File: config.mk
export PLATFORM = sky130hd
export DESIGN_NAME = uart_avl_mm_bridge
export DESIGN_NICKNAME = d
export VERILOG_FILES = /design/src/rtl/uart_avl_mm_bridge.sv
export SDC_FILE = /design/constraint.sdc
export NUM_CORES = 1
export LEC_CHECK = 0
export ABC_AREA = 1
export CAP_MARGIN = 10
export CORE_UTILIZATION = 48
export CTS_CLUSTER_SIZE = 25
export DETAILED_ROUTE_END_ITERATION = 8
export PLACE_DENSITY = 0.76
export SLEW_MARGIN = 30
export SYNTH_ARGS = -nofsm -noshare
export SYNTH_HDL_FRONTEND = slang
export SYNTH_SLANG_ARGS = --single-unit
File: constraint.sdc
create_clock -name clk -period 2 [get_ports clk]
set_input_delay 0.4 -clock clk [delete_from_list [all_inputs] [get_ports clk]]
set_output_delay 0.4 -clock clk [all_outputs]
set_load 0.1 [all_outputs]
File: src/rtl/uart_avl_mm_bridge.sv
// UART-to-Avalon-MM bridge: parses host command frames arriving from a UART
// RX core, performs one 32-bit read or write on Avalon-MM, and returns a
// status byte (plus read data) through a UART TX core.
module uart_avl_mm_bridge #(
  parameter int ADDR_WIDTH  = 32,
  parameter int RX_TIMEOUT  = 100000,
  parameter int BUS_TIMEOUT = 1024
) (
  input  logic                  clk,
  input  logic                  rst_n,
  // UART RX side
  input  logic [7:0]            data_rx,
  input  logic                  data_rx_ready,
  output logic                  data_rx_ack,
  // UART TX side
  output logic [7:0]            data_tx,
  output logic                  data_tx_wr,
  input  logic                  data_tx_ack,
  // Avalon-MM initiator
  output logic [ADDR_WIDTH-1:0] avl_mm_addr,
  output logic                  avl_mm_read,
  input  logic [31:0]           avl_mm_readdata,
  input  logic [1:0]            avl_mm_response,
  output logic                  avl_mm_write,
  output logic [31:0]           avl_mm_writedata,
  output logic [3:0]            avl_mm_byteenable,
  input  logic                  avl_mm_waitrequest
);

  localparam logic [7:0] CMD_WR   = 8'h01;
  localparam logic [7:0] CMD_RD   = 8'h02;
  localparam logic [7:0] ERR_BYTE = 8'hEE;

  // Counter widths leave headroom so TIMEOUT-1 always fits.
  localparam int RXW  = $clog2(RX_TIMEOUT + 1);
  localparam int BUSW = $clog2(BUS_TIMEOUT + 1);

  localparam logic [RXW-1:0]  RX_LAST  = RXW'(RX_TIMEOUT - 1);
  localparam logic [BUSW-1:0] BUS_LAST = BUSW'(BUS_TIMEOUT - 1);

  typedef enum logic [2:0] {
    S_IDLE,
    S_RX_ADDR,
    S_RX_DATA,
    S_BUS,
    S_TX,
    S_TX_ERR
  } state_t;

  state_t          state_q,    state_d;
  logic            is_wr_q,    is_wr_d;     // frame is a write
  logic [1:0]      byte_cnt_q, byte_cnt_d;  // byte index within a 4-byte field
  logic [RXW-1:0]  idle_cnt_q, idle_cnt_d;  // cycles since last frame byte
  logic [31:0]     addr_q,     addr_d;
  logic [31:0]     wdata_q,    wdata_d;
  logic [31:0]     rdata_q,    rdata_d;     // doubles as the TX shift register
  logic [1:0]      resp_q,     resp_d;
  logic            rd_q,       rd_d;
  logic            wr_q,       wr_d;
  logic [BUSW-1:0] bus_cnt_q,  bus_cnt_d;   // consecutive stalled request cycles
  logic [7:0]      tx_data_q,  tx_data_d;
  logic            tx_wr_q,    tx_wr_d;
  logic [2:0]      tx_left_q,  tx_left_d;   // bytes still to send after the current one
  logic            drop_q,     drop_d;      // a byte was discarded during BUS/TX

  // The RX core is never back-pressured: every byte is consumed on arrival.
  assign data_rx_ack = data_rx_ready;

  assign data_tx           = tx_data_q;
  assign data_tx_wr        = tx_wr_q;
  assign avl_mm_addr       = addr_q[ADDR_WIDTH-1:0];
  assign avl_mm_read       = rd_q;
  assign avl_mm_write      = wr_q;
  assign avl_mm_writedata  = wdata_q;
  assign avl_mm_byteenable = (rd_q || wr_q) ? 4'hF : 4'h0;

  // Next-state and output decode for the frame/bus/response sequencer.
  always_comb begin
    // NOTE: every _d takes its hold value first; a path that skipped one would infer a latch.
    state_d    = state_q;
    is_wr_d    = is_wr_q;
    byte_cnt_d = byte_cnt_q;
    idle_cnt_d = idle_cnt_q;
    addr_d     = addr_q;
    wdata_d    = wdata_q;
    rdata_d    = rdata_q;
    resp_d     = resp_q;
    rd_d       = rd_q;
    wr_d       = wr_q;
    bus_cnt_d  = bus_cnt_q;
    tx_data_d  = tx_data_q;
    tx_wr_d    = tx_wr_q;
    tx_left_d  = tx_left_q;
    drop_d     = drop_q;

    // Bytes that arrive while the bridge is busy are swallowed but flagged.
    if (data_rx_ready && (state_q == S_BUS || state_q == S_TX || state_q == S_TX_ERR)) begin
      drop_d = 1'b1;
    end

    // Inter-byte timeout while collecting a frame; an arriving byte always wins.
    if (state_q == S_RX_ADDR || state_q == S_RX_DATA) begin
      if (data_rx_ready) begin
        idle_cnt_d = '0;
      end else if (idle_cnt_q == RX_LAST) begin
        idle_cnt_d = '0;
        state_d    = S_IDLE;
      end else begin
        idle_cnt_d = idle_cnt_q + 1'b1;
      end
    end

    case (state_q)
      S_IDLE: begin
        byte_cnt_d = '0;
        idle_cnt_d = '0;
        if (data_rx_ready) begin
          if (data_rx == CMD_WR || data_rx == CMD_RD) begin
            is_wr_d = (data_rx == CMD_WR);
            state_d = S_RX_ADDR;
          end else begin
            tx_data_d = ERR_BYTE;
            tx_wr_d   = 1'b1;
            state_d   = S_TX_ERR;
          end
        end
      end

      S_RX_ADDR: begin
        if (data_rx_ready) begin
          // LSB first: each new byte enters at the top and shifts down.
          addr_d     = {data_rx, addr_q[31:8]};
          byte_cnt_d = byte_cnt_q + 2'd1;
          if (byte_cnt_q == 2'd3) begin
            if (is_wr_q) begin
              state_d = S_RX_DATA;
            end else begin
              rd_d      = 1'b1;
              bus_cnt_d = '0;
              state_d   = S_BUS;
            end
          end
        end
      end

      S_RX_DATA: begin
        if (data_rx_ready) begin
          wdata_d    = {data_rx, wdata_q[31:8]};
          byte_cnt_d = byte_cnt_q + 2'd1;
          if (byte_cnt_q == 2'd3) begin
            wr_d      = 1'b1;
            bus_cnt_d = '0;
            state_d   = S_BUS;
          end
        end
      end

      S_BUS: begin
        // The request is registered on entry, so it is always high here.
        if (!avl_mm_waitrequest) begin
          if (!is_wr_q) begin
            rdata_d = avl_mm_readdata;
          end
          resp_d    = avl_mm_response;
          rd_d      = 1'b0;
          wr_d      = 1'b0;
          tx_data_d = {4'hA, 1'b0, drop_d, avl_mm_response};
          tx_wr_d   = 1'b1;
          tx_left_d = is_wr_q ? 3'd0 : 3'd4;
          state_d   = S_TX;
        end else if (bus_cnt_q == BUS_LAST) begin
          // Slave never answered: abandon with a SLVERR-coded status and zero data.
          rdata_d   = '0;
          resp_d    = 2'b10;
          rd_d      = 1'b0;
          wr_d      = 1'b0;
          tx_data_d = {4'hA, 1'b0, drop_d, 2'b10};
          tx_wr_d   = 1'b1;
          tx_left_d = is_wr_q ? 3'd0 : 3'd4;
          state_d   = S_TX;
        end else begin
          bus_cnt_d = bus_cnt_q + 1'b1;
        end
      end

      S_TX: begin
        if (data_tx_ack) begin
          if (tx_left_q != 3'd0) begin
            tx_data_d = rdata_q[7:0];
            rdata_d   = {8'h00, rdata_q[31:8]};
            tx_left_d = tx_left_q - 3'd1;
          end else begin
            tx_wr_d = 1'b0;
            state_d = S_IDLE;
          end
        end
      end

      S_TX_ERR: begin
        if (data_tx_ack) begin
          tx_wr_d = 1'b0;
          state_d = S_IDLE;
        end
      end

      default: begin
        rd_d    = 1'b0;
        wr_d    = 1'b0;
        tx_wr_d = 1'b0;
        state_d = S_IDLE;
      end
    endcase

    // The drop flag belongs to one frame; it is cleared on the way back to IDLE.
    if (state_d == S_IDLE) begin
      drop_d = 1'b0;
    end
  end

  // State and datapath registers; reset returns every output to zero.
  always_ff @(posedge clk or negedge rst_n) begin
    if (!rst_n) begin
      state_q    <= S_IDLE;
      is_wr_q    <= 1'b0;
      byte_cnt_q <= '0;
      idle_cnt_q <= '0;
      addr_q     <= '0;
      wdata_q    <= '0;
      rdata_q    <= '0;
      resp_q     <= '0;
      rd_q       <= 1'b0;
      wr_q       <= 1'b0;
      bus_cnt_q  <= '0;
      tx_data_q  <= '0;
      tx_wr_q    <= 1'b0;
      tx_left_q  <= '0;
      drop_q     <= 1'b0;
    end else begin
      // NOTE: non-blocking assignments so every register updates from pre-edge values.
      state_q    <= state_d;
      is_wr_q    <= is_wr_d;
      byte_cnt_q <= byte_cnt_d;
      idle_cnt_q <= idle_cnt_d;
      addr_q     <= addr_d;
      wdata_q    <= wdata_d;
      rdata_q    <= rdata_d;
      resp_q     <= resp_d;
      rd_q       <= rd_d;
      wr_q       <= wr_d;
      bus_cnt_q  <= bus_cnt_d;
      tx_data_q  <= tx_data_d;
      tx_wr_q    <= tx_wr_d;
      tx_left_q  <= tx_left_d;
      drop_q     <= drop_d;
    end
  end

endmodule

### Wiring heat map

Scale: 3 px per um. 25 x 25 tiles, from dark blue (low) to red (high), scaled to the fullest tile. Values are wire area over tile area, all layers added.
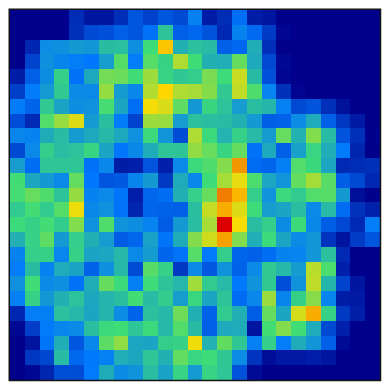
fullest tile: 0.57
nearly empty tiles: 13%
mean over tiles: 0.18
emptiest ninth of the die: top right
tiles over half the peak: 16%
routed length per placed instance: 14.2 um
Detailed Route WL: 16900 um
GRT Overall Usage: 0.237

### I/O nets highlighted

Scale: 4 px per um.
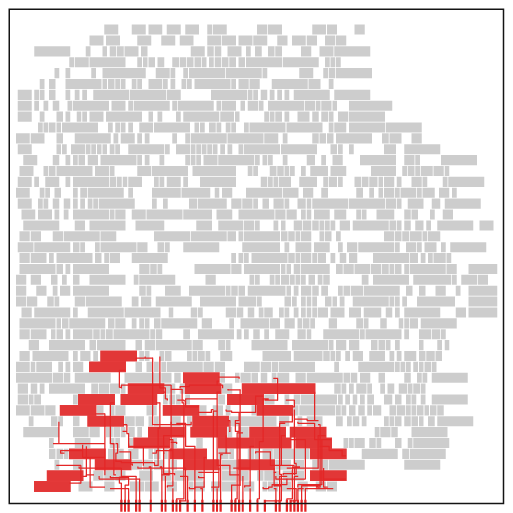
[red] avl_mm_writedata | bits: 32 | direction: output | end cells: 32 | buffers: 32 | wire: 1060 um
IO Count: 127
PortBufs: 126

### Where the registers sit

Scale: 4 px per um. Other sequential cells in the stronger grey, the rest of the logic in the fainter grey.
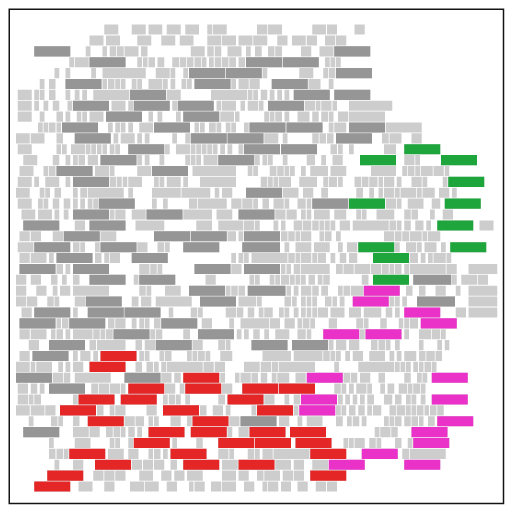
[green] bus_cnt_q | sequential cells: 11 | where: right middle
[red] avl_mm_writedata | sequential cells: 32
[magenta] idle_cnt_q | sequential cells: 17 | where: bottom right
final core area utilization: 0.664
Seq area share: 0.388
Reg area: 3630 um^2
P_seq: 4.24 mW

==> deck_impl_summary.md <==
Flow Results at a Glance

Run status
  • Status: finished clean

Floorplanning
  • Row count: 43
  • Die Y: 123 um
  • Starting Density: 0.500
  • Die footprint: 15200 um^2

Power
  • Net Sw Frac: 0.505
  • Psw: 8.04 mW
  • Power Dens Cells: 1700 nW/um^2
  • Part of the power in combinational logic: 0.523
  • Clk power: roughly 3.3 mW
  • Tot Pwr: 15.9 mW
  • Comb. pwr: 8.32 mW
  • Internal: 7.87 mW

Logic synthesis
  • Comb area leader: simple AND/OR/NAND/NOR gates
  • Simple-Gate Area Share: 0.270
  • Synth mux share: 0.0255
  • Count of unique library cells instantiated by Yosys: 39
  • Ys cells: around 830
  • Largest type area fraction: 0.514
  • Average instance area after synthesis: 8.50 um^2
  • Registers, synthesis: 145
  • Async set or reset register ratio after synthesis: 1.00

Critical path
  • Slowest-stage cell, CP: dfrtp_1
  • FF-to-FF End: rdata_q[9]
  • WP depth: 11
  • Crit path top cell by count: nand2_1
  • R2R cell count: 11
  • CP Class: flop to flop
  • CP required: 2.32 ns
  • Crit. End Element: flop

Job
  • Tool warnings: 28

Clock tree
  • H-tree Lvls: 4
  • Post-CTS setup buffer count: 0
  • Reg clk slew, reported paths: 0.06 ns
  • Clk buf depth: 2
  • Clk_lat worst skew: 0.44 ns
  • TritonCTS clock tree: done

Final timing
  • Final Hold Violation Tally: 0
  • RSZ-0062 raised after global routing: yes
  • Final worst path period share: 0.952
  • Clk_skew: 0.0118 ns
  • Worst Max-Slew Pin Slew: 0.461 ns
  • Fmax: 525 MHz

GRT
  • Grt met2 use: 0.387
  • Initial antenna violation count: 0
  • Global-route wire length before repair: 27700 um

Worst hold path
  • WHS Path Cells: 2

Layout
  • Most frequent cells in the layout: nand2_1, dfrtp_1, buf_4, inv_1, o21ai_0
  • Area delta synth->final: 32.7%
  • Fin cells: approximately 1200
  • Inverters: 79
  • Comb area: ~2900 um^2
  • Multi-input gates: about 570
  • Flip-flops: 145

Drt
  • Vias per inst: 5.15
  • Highest routed layer: met4
  • DRT iter0 DRCs: 387

Placement
  • Placer congestion estimate: 0.872
  • DPL Wire Length: 11600 um
  • DP Worst Slack: -0.0838 ns
### Placed standard cells

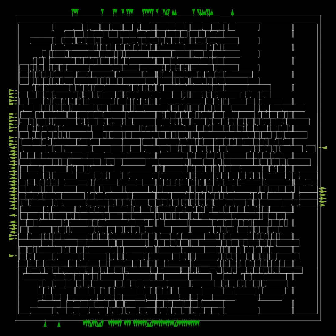
# Taps: 180
core area: 14100 um^2

### Signal wires by layer

Scale: 3 px per um. Only two layers are drawn.
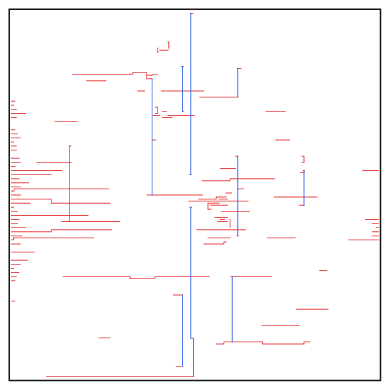
[blue] met4 | wire length: 283 um
[red] met3 | wire length: 808 um

Power figures rest on the tool's default switching activity, not on a simulated workload.
